==> run_1/placement_by_type.png <==
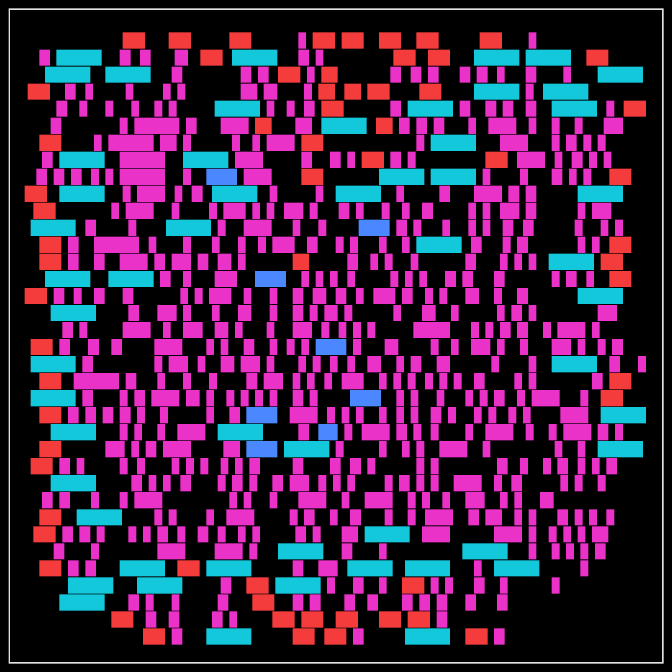
==> run_1/flops_by_reg.png <==
Other sequential cells in the stronger gray, the rest of the logic in the fainter gray.
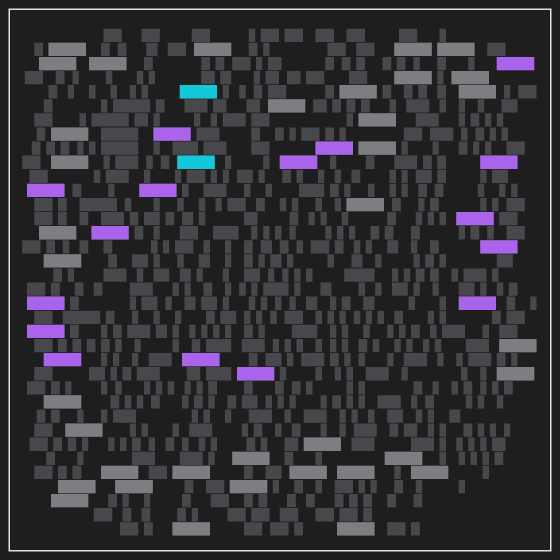
==> run_1/clocks.png <==
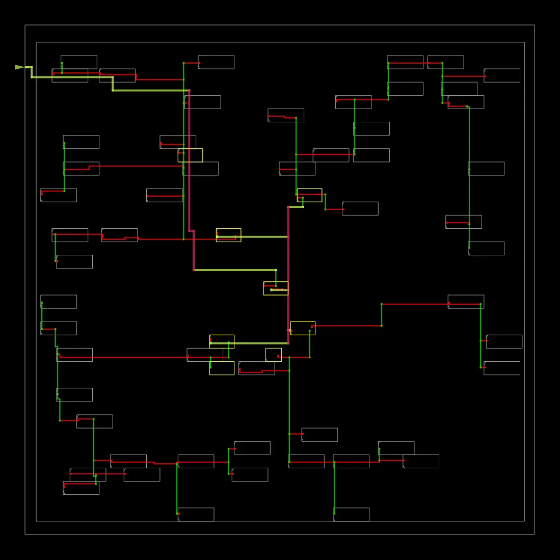
==> src/rtl/aca_pkg.sv <==
// Shared definitions for the variable-latency almost-correct adder.
//   aca_state_e      : controller state encoding (IDLE, EVAL, CORR, HOLD)
//   aca_params_legal : elaboration-time legality check of WIDTH/WINDOW/ERR_CNT_W
package aca_pkg;

   typedef enum logic [1:0] {
      ST_IDLE = 2'd0,
      ST_EVAL = 2'd1,
      ST_CORR = 2'd2,
      ST_HOLD = 2'd3
   } aca_state_e;

   function automatic bit aca_params_legal(input int width, input int window,
                                           input int cnt_w);
      return (width >= 4) && (width <= 64) &&
             (window >= 2) && (window <= width - 1) &&
             (cnt_w >= 1);
   endfunction

endpackage

==> src/rtl/aca_spec_core.sv <==
// Combinational speculative adder with conservative error detection.
//   a, b, cin  : operands and carry-in
//   spec_sum   : speculative sum (carries above WINDOW seen through a WINDOW-bit window)
//   spec_cout  : speculative carry into bit WIDTH
//   err        : 1 when some WINDOW-bit propagate run exists starting at bit >= 1,
//                i.e. the speculative result may be wrong
module aca_spec_core #(
   parameter int WIDTH  = 16,
   parameter int WINDOW = 4
) (
   input  logic [WIDTH-1:0] a,
   input  logic [WIDTH-1:0] b,
   input  logic             cin,
   output logic [WIDTH-1:0] spec_sum,
   output logic             spec_cout,
   output logic             err
);

   logic [WIDTH-1:0] w_p;
   logic [WIDTH-1:0] w_g;
   logic [WIDTH:0]   w_c;

   assign w_p = a ^ b;
   assign w_g = a & b;

   always_comb begin
      logic [WIDTH:0] c;
      logic           t;
      c    = '0;
      t    = 1'b0;
      c[0] = cin;
      // Low carries ripple exactly from cin.
      for (int i = 1; i <= WINDOW; i++) begin
         c[i] = w_g[i-1] | (w_p[i-1] & c[i-1]);
      end
      // Upper carries only look at the WINDOW bits below them, carry-in 0.
      for (int i = WINDOW + 1; i <= WIDTH; i++) begin
         t = 1'b0;
         for (int j = i - WINDOW; j < i; j++) begin
            t = w_g[j] | (w_p[j] & t);
         end
         c[i] = t;
      end
      w_c = c;
   end

   always_comb begin
      err = 1'b0;
      for (int k = 1; k <= WIDTH - WINDOW; k++) begin
         if (&w_p[k +: WINDOW]) err = 1'b1;
      end
   end

   assign spec_sum  = w_p ^ w_c[WIDTH-1:0];
   assign spec_cout = w_c[WIDTH];

endmodule

==> src/rtl/aca_vl_adder.sv <==
// Variable-latency almost-correct adder: speculative result in one evaluation
// cycle, exact recomputation one cycle later when the error detector fires.
//   clk, rst_n                  : clock, synchronous active-low reset
//   in_valid/in_ready           : operand handshake (in_a, in_b, in_cin)
//   out_valid/out_ready         : result handshake (out_sum, out_cout, out_corrected)
//   err_cnt                     : saturating recovery-event count, only when
//                                 ACA_ERR_CNT_EN is defined
module aca_vl_adder
   import aca_pkg::*;
#(
   parameter int WIDTH     = 16,
   parameter int WINDOW    = 4,
   parameter int ERR_CNT_W = 16
) (
   input  logic                 clk,
   input  logic                 rst_n,
   input  logic                 in_valid,
   output logic                 in_ready,
   input  logic [WIDTH-1:0]     in_a,
   input  logic [WIDTH-1:0]     in_b,
   input  logic                 in_cin,
   output logic                 out_valid,
   input  logic                 out_ready,
   output logic [WIDTH-1:0]     out_sum,
   output logic                 out_cout,
`ifdef ACA_ERR_CNT_EN
   output logic [ERR_CNT_W-1:0] err_cnt,
`endif
   output logic                 out_corrected
);

   if (!aca_params_legal(WIDTH, WINDOW, ERR_CNT_W)) begin : g_bad_params
      $error("aca_vl_adder: illegal WIDTH/WINDOW/ERR_CNT_W combination");
   end

   aca_state_e       r_state;
   logic [WIDTH-1:0] r_a;
   logic [WIDTH-1:0] r_b;
   logic             r_cin;
   logic [WIDTH-1:0] r_sum;
   logic             r_cout;
   logic             r_corr;
   logic             r_valid;

   logic [WIDTH-1:0] w_spec_sum;
   logic             w_spec_cout;
   logic             w_err;
   logic [WIDTH:0]   w_exact;

   aca_spec_core #(
      .WIDTH  (WIDTH),
      .WINDOW (WINDOW)
   ) u_spec (
      .a         (r_a),
      .b         (r_b),
      .cin       (r_cin),
      .spec_sum  (w_spec_sum),
      .spec_cout (w_spec_cout),
      .err       (w_err)
   );

   assign w_exact = {1'b0, r_a} + {1'b0, r_b} + {{WIDTH{1'b0}}, r_cin};

   // Forced low during reset so nothing is handed over on a reset edge.
   assign in_ready = rst_n & ((r_state == ST_IDLE) ||
                              ((r_state == ST_HOLD) && out_ready));

   always_ff @(posedge clk) begin
      if (!rst_n) begin
         r_state <= ST_IDLE;
         r_a     <= '0;
         r_b     <= '0;
         r_cin   <= 1'b0;
         r_sum   <= '0;
         r_cout  <= 1'b0;
         r_corr  <= 1'b0;
         r_valid <= 1'b0;
      end else begin
         case (r_state)
            ST_IDLE: begin
               if (in_valid) begin
                  r_a     <= in_a;
                  r_b     <= in_b;
                  r_cin   <= in_cin;
                  r_state <= ST_EVAL;
               end
            end
            ST_EVAL: begin
               if (!w_err) begin
                  r_sum   <= w_spec_sum;
                  r_cout  <= w_spec_cout;
                  r_corr  <= 1'b0;
                  r_valid <= 1'b1;
                  r_state <= ST_HOLD;
               end else begin
                  r_state <= ST_CORR;
               end
            end
            ST_CORR: begin
               r_sum   <= w_exact[WIDTH-1:0];
               r_cout  <= w_exact[WIDTH];
               r_corr  <= 1'b1;
               r_valid <= 1'b1;
               r_state <= ST_HOLD;
            end
            ST_HOLD: begin
               if (out_ready) begin
                  r_valid <= 1'b0;
                  if (in_valid) begin
                     r_a     <= in_a;
                     r_b     <= in_b;
                     r_cin   <= in_cin;
                     r_state <= ST_EVAL;
                  end else begin
                     r_state <= ST_IDLE;
                  end
               end
            end
            default: r_state <= ST_IDLE;
         endcase
      end
   end

`ifdef ACA_ERR_CNT_EN
   logic [ERR_CNT_W-1:0] r_err_cnt;

   always_ff @(posedge clk) begin
      if (!rst_n) begin
         r_err_cnt <= '0;
      end else if ((r_state == ST_EVAL) && w_err && (r_err_cnt != '1)) begin
         r_err_cnt <= r_err_cnt + 1'b1;
      end
   end

   assign err_cnt = r_err_cnt;
`endif

   assign out_valid     = r_valid;
   assign out_sum       = r_sum;
   assign out_cout      = r_cout;
   assign out_corrected = r_corr;

endmodule

==> config.mk <==
export PLATFORM = sky130hd
export DESIGN_NAME = aca_vl_adder
export DESIGN_NICKNAME = d
export VERILOG_FILES = /design/src/rtl/aca_pkg.sv /design/src/rtl/aca_spec_core.sv /design/src/rtl/aca_vl_adder.sv
export SDC_FILE = /design/constraint.sdc
export NUM_CORES = 1
export LEC_CHECK = 0
export ABC_AREA = 1
export CAP_MARGIN = 25
export CELL_PAD_IN_SITES_DETAIL_PLACEMENT = 1
export CELL_PAD_IN_SITES_GLOBAL_PLACEMENT = 1
export CORE_MARGIN = 2
export CORE_UTILIZATION = 40
export CTS_BUF_LIST = sky130_fd_sc_hd__clkbuf_8
export DETAILED_ROUTE_END_ITERATION = 8
export HOLD_SLACK_MARGIN = 0.1
export PLACE_DENSITY_LB_ADDON = 0.1
export SYNTH_ARGS = -nofsm -noshare
export SYNTH_HDL_FRONTEND = slang
export SYNTH_HIERARCHICAL = 1
export SYNTH_SLANG_ARGS = --single-unit
==> constraint.sdc <==
create_clock -name clk -period 3.2 [get_ports clk]
set_clock_uncertainty 0.05 [all_clocks]
set_input_delay 0.64 -clock clk [delete_from_list [all_inputs] [get_ports clk]]
set_output_delay 0.64 -clock clk [all_outputs]
set_load 0.02 [all_outputs]
==> impl_metrics.json, run 1 <==
{
  "status": "finished, final reports clean",
  "crit_top_cell": "clkdlybuf4s50_1",
  "clkTransAtPathRegs_ns": 0.10,
  "inv_count": 115,
  "cts-htree-levels": 2,
  "routed_wl_um": 11500,
  "top_cells_by_count": "nand2_1 (152), inv_1 (107), a21oi_1 (70), dfxtp_1 (54), o21ai_0 (47)",
  "crit_path_cell_trace": "clkdlybuf4s50_1, nand2_1, a21oi_1, clkdlybuf4s50_1",
  "drc_errors": 0,
  "fin_cells": 795,
  "worst_hold_path_type": "flip-flop to flip-flop",
  "simple_gate_area_share_pct": 24.9,
  "synth_cell_types": 35,
  "yosysChipArea_um2": 4010,
  "fin_crit_sh_pct": 83.7,
  "clockBufferDepth": 2,
  "grt_overflow": 0,
  "wl_per_cell_um": 14.5,
  "yosys.area.top_type_share_pct": 26.9,
  "r2r_slack_ns": 0.80,
  "p_switching_mw": 2.03,
  "cp.arrival_ns": 1.99,
  "flop_cell": "dfxtp_1",
  "yosysWarnings": 6,
  "netlist_logic_family_top": "simple AND/OR/NAND/NOR gates",
  "hold_viol": 0,
  "place_ws_ns": 0.524,
  "nNonClkBuffers": 62,
  "tool_warnings": 30,
  "maxSlewHeadroom_pct": 63.0,
  "syn_to_final_growth_pct": 19.0,
  "taps": 133,
  "antenna_cells": 0,
  "synth_top_cell_by_count": "nand2_1",
  "grt_util_met3_pct": 2.76,
  "cpLargestDelayFamily": "buffers and inverters",
  "hp-start": "out_sum[12]$_SDFFE_PN0P_",
  "comb_share_pct": 50.0,
  "power_mw": 4.09,
  "pwr-share-comb_pct": 62.0,
  "ios": 57,
  "gr-usage-met2_pct": 43.0,
  "place.gp.congestion": 0.856,
  "whs_ns": 0.422,
  "fp.dieW_um": 104,
  "m1WireLength_um": 4950,
  "cts_tree": "yes",
  "cp_max_fo": 2,
  "clkPwrFrac_pct": 10.7,
  "cp.depth": 4,
  "worstPathRequired_ns": 2.51,
  "synth_flops": 54,
  "grt.busiest_layer": "met2",
  "p_clk_mw": 0.439,
  "aoi_share_pct": 18.9,
  "grtUsageMet1_pct": 25.0,
  "dpl.cell_count": 787,
  "r2r_cells": 9,
  "postSynthCellCount": 612,
  "endpoint_kind": "primary output",
  "p_comb_mw": 2.53,
  "logic_area_um2": 2390,
  "hpwl_um": 9240,
  "syn_area_per_cell_um2": 6.56,
  "timing.fmax_mhz": 374,
  "reg2reg_to": "out_sum[4]$_SDFFE_PN0P_",
  "n_fill_cell": 1331,
  "critical_path_buf_inv_count": 2,
  "grt_start_max_net_pins": 47,
  "worstSetupStartpoint": "out_ready",
  "port_buffers": 56,
  "crit_type": "input port to primary output",
  "clkCellAreaFrac_pct": 2.20,
  "xor_share_pct": 1.75,
  "drt_first_iter_violations": 87,
  "cp-start-kind": "input port",
  "placed_area_um2": 4670,
  "die_y_um": 104,
  "finalSetupTns_ns": 0,
  "wl_met3_um": 253,
  "p_per_area_nw_per_um2": 855,
  "antenna_found_initial": 0,
  "worst_slack_ns": 0.523,
  "cpMaxStageDelayCell": "clkdlybuf4s50_1",
  "critPathMaxStageDelay_ns": 0.64,
  "floorplan.core_util_pct": 41.1,
  "nonClkBufAreaFrac_pct": 12.7,
  "synth_nets": 690,
  "min_path_cells": 2,
  "post_cts_buffers": 0,
  "die_area_um2": 10900,
  "ys_sh_adder_pct": 13.9,
  "top_power_group": "combinational logic",
  "worst_pin_slew_ns": 0.549,
  "irDropWorstVdd_mv": 0.323,
  "setup_violations": 0,
  "ys_cells": 612,
  "clock_latency_ns": 0.31,
  "cap_violations": 0,
  "ys_sh_mux_pct": 0,
  "cts_resized": 0,
  "synth-edff-count": 0,
  "num_vias": 4000,
  "dr.pass1.iters": 4,
  "period_needed_ns": 2.68,
  "logic_gates": 423,
  "layout-drive-gt1-share_pct": 7.10,
  "seqPwrFrac_pct": 27.2,
  "grt_pass1_vias": 4288,
  "top_layer": "met4",
  "layout_top_cells": "nand2_1 (152), inv_1 (107), a21oi_1 (70), clkdlybuf4s50_1 (56), dfxtp_1 (54)",
  "drv_slew": 0,
  "intPower_mw": 2.06,
  "synth_seq_share_pct": 26.9,
  "netSwitchingFraction_pct": 49.7,
  "synth_async_sr_flop_share_pct": 0,
  "largestClassByArea": "combinational gates",
  "final_common_cell": "nand2_1",
  "synthesis.area_um2": 4010,
  "root_buffer": "clkbuf_8",
  "hold_end": "out_sum[12]$_SDFFE_PN0P_",
  "viasPerCell": 5.03,
  "largest_area_cell": "dfxtp_1",
  "cp-endpoint": "in_ready",
  "r2r_start": "r_a[0]$_SDFFE_PN0P_",
  "grt_use_total_pct": 22.1,
  "grt_pass1_wl_um": 19700,
  "area_leaders": "dfxtp_1 (27%), nand2_1 (14%), ha_1 (11%)",
  "ctsHoldBuffers": 0,
  "leakage_nw": 2.29
}
About placement_by_type.png:
Red shows other buffers and delay cells, cells 62, share of their area 13%. Blue shows clock drivers and dummy loads, cells 8, share of their area 2.3%. Magenta shows combinational and other logic, cells 538, share of their area 61%. Cyan shows flops, cells 54, share of their area 23%.
# rows: 36
Core ar.: 9770 µm²
Seq area share: 22.6%
Core Util, Final: 48.9%

About flops_by_reg.png:
Cyan shows r_state, sequential cells 2. Purple shows out_sum, sequential cells 16.
Reg area: 1080 µm²
sequential power: 1.11 mW

About clocks.png:
CLK BUF: 7
number of buffers created by CTS: 5
clock sink count: 54
Seq cells: 54

==> run 1 -> run 2 <==
--- a/config.mk
+++ b/config.mk
@@ -10,7 +10,7 @@
 export CELL_PAD_IN_SITES_DETAIL_PLACEMENT = 1
 export CELL_PAD_IN_SITES_GLOBAL_PLACEMENT = 1
 export CORE_MARGIN = 2
-export CORE_UTILIZATION = 40
+export CORE_UTILIZATION = 36
 export CTS_BUF_LIST = sky130_fd_sc_hd__clkbuf_8
 export DETAILED_ROUTE_END_ITERATION = 8
 export HOLD_SLACK_MARGIN = 0.1
==> constraint.sdc (replaced) <==
create_clock -name clk -period 2.4 [get_ports clk]
set_clock_uncertainty 0.05 [all_clocks]
set_input_delay 0.48 -clock clk [delete_from_list [all_inputs] [get_ports clk]]
set_output_delay 0.48 -clock clk [all_outputs]
set_load 0.02 [all_outputs]
==> run_2/logic_types.png <==
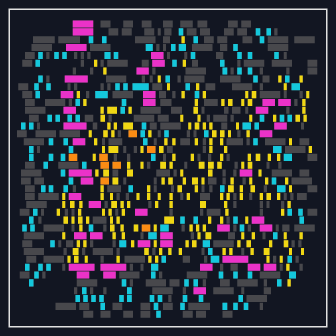
Yellow shows NAND gates, cells 196. Orange shows XOR/XNOR gates, cells 8. Magenta shows adder and majority cells, cells 41. Cyan shows inverting AOI/OAI gates, cells 138, where all over the die.
dominant logic cell type in the layout: nand2_1
fin cells: 814
logic share of the area: 49.5%

==> run 2 against run 1 <==
Effect of this change: sequential power is 34% higher; count of clock-buffer cells in the layout unchanged; critical path depth increased by 5; cell count is 2.4% higher; hold slack barely moved; flip-flop count is the same; largest power group unchanged; via count down 0.53%; largest cell class unchanged; total power grew 42%; utilization shrank 3.1 points; first-iteration DRC count grew 24%; area after synthesis unchanged.
==> impl_metrics.json, run 2 <==
{
  "cp.arrival_ns": 2.44,
  "p_per_area_nw_per_um2": 1170,
  "postSynthCellCount": 612,
  "r2r_cells": 9,
  "grt.busiest_layer": "met2",
  "seq_cell_power_mw": 1.49,
  "synth-edff-count": 0,
  "synth_cell_types": 35,
  "status": "finished, final reports clean",
  "seqPwrFrac_pct": 25.8,
  "endpoint_kind": "flip-flop",
  "setup_violations": 0,
  "place_ws_ns": -0.0414,
  "die_y_um": 110,
  "pwr-share-comb_pct": 63.9,
  "clkCellAreaFrac_pct": 2.12,
  "dr.pass1.iters": 4,
  "whs_ns": 0.422,
  "clkSinkCount": 54,
  "period_needed_ns": 2.27,
  "top_cells_by_count": "nand2_1 (152), inv_1 (107), a21oi_1 (70), dfxtp_1 (54), o21ai_0 (47)",
  "min_path_cells": 2,
  "routed_wl_um": 11800,
  "placed_area_um2": 4730,
  "antenna_found_initial": 0,
  "yosys.area.top_type_share_pct": 26.9,
  "critical_path_buf_inv_count": 2,
  "die_area_um2": 12000,
  "p_comb_mw": 3.71,
  "dpl.cell_count": 801,
  "row_count": 38,
  "cts_tree": "yes",
  "ff_count": 54,
  "cp-endpoint": "out_sum[4]$_SDFFE_PN0P_",
  "maxSlewHeadroom_pct": 70.7,
  "area_leaders": "dfxtp_1 (27%), nand2_1 (14%), ha_1 (11%)",
  "crit_path_cell_trace": "inv_1, fa_1, inv_1, fa_2, fa_2, fa_2, xor2_1, a21oi_1, a21oi_1",
  "top_power_group": "combinational logic",
  "yosysChipArea_um2": 4010,
  "drc_errors": 0,
  "drt_first_iter_violations": 108,
  "num_vias": 3979,
  "r2r_slack_ns": 0.13,
  "cp.depth": 9,
  "viasPerCell": 4.89,
  "xor_share_pct": 1.75,
  "fin_crit_sh_pct": 94.5,
  "port_buffers": 56,
  "flop_cell": "dfxtp_1",
  "cp_max_fo": 3,
  "inv_count": 116,
  "fp.dieW_um": 110,
  "tool_warnings": 30,
  "simple_gate_area_share_pct": 24.9,
  "root_buffer": "clkbuf_8",
  "yosysWarnings": 6,
  "irDropWorstVdd_mv": 0.461,
  "drv_slew": 0,
  "top_layer": "met4",
  "gr-usage-met2_pct": 38.6,
  "core_area_um2": 10800,
  "syn_to_final_growth_pct": 23.7,
  "reg2reg_to": "out_sum[4]$_SDFFE_PN0P_",
  "antenna_cells": 0,
  "largest_area_cell": "dfxtp_1",
  "ys_cells": 612,
  "worst_hold_path_type": "flip-flop to flip-flop",
  "clkPwrFrac_pct": 10.3,
  "nonClkBufAreaFrac_pct": 14.0,
  "worst_pin_slew_ns": 0.434,
  "finalSetupTns_ns": 0,
  "hold_viol": 0,
  "cpMaxStageDelayCell": "dfxtp_2",
  "nNonClkBuffers": 73,
  "worstSetupStartpoint": "r_b[0]$_SDFFE_PN0P_",
  "crit_type": "flip-flop to flip-flop",
  "m1WireLength_um": 5190,
  "n_clock_buffer": 7,
  "hold_end": "r_b[9]$_SDFFE_PN0P_",
  "wl_per_cell_um": 14.5,
  "aoi_share_pct": 18.9,
  "place.gp.congestion": 0.851,
  "cts_buffers": 5,
  "syn_area_per_cell_um2": 6.56,
  "worst_slack_ns": 0.132,
  "r2r_start": "r_b[0]$_SDFFE_PN0P_",
  "layout_top_cells": "nand2_1 (150), inv_1 (107), a21oi_1 (70), clkdlybuf4s50_1 (55), dfxtp_1 (51)",
  "worstPathRequired_ns": 2.57,
  "cpLargestDelayFamily": "adder cells",
  "wl_met3_um": 195,
  "grt_use_total_pct": 20.6,
  "crit_top_cell": "fa_2",
  "ys_sh_mux_pct": 0,
  "utilization_pct": 45.8,
  "cts_resized": 1,
  "grt_overflow": 0,
  "hp-start": "r_b[9]$_SDFFE_PN0P_",
  "post_cts_buffers": 0,
  "largestClassByArea": "combinational gates",
  "grt_pass1_wl_um": 19200,
  "synth_async_sr_flop_share_pct": 0,
  "cap_violations": 0,
  "sh_seq_area_pct": 21.8,
  "synthesis.area_um2": 4010,
  "taps": 140,
  "ios": 57,
  "clockBufferDepth": 2,
  "power_mw": 5.80,
  "cts-htree-levels": 2,
  "hpwl_um": 9180
}
==> run_2/clk_routes.png <==
Bar = 20 µm.
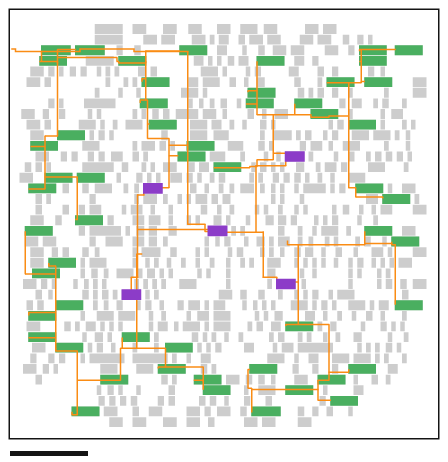
Green shows flip-flops, count 54. Orange shows clock wires, length 829 µm. Purple shows clock drivers, count 5.
There are 6 routed clock nets.
clock latency on the worst-skew pair: 0.32 ns
Clock net power: 0.596 mW

Power figures rest on the tool's default switching activity, not on a simulated workload.
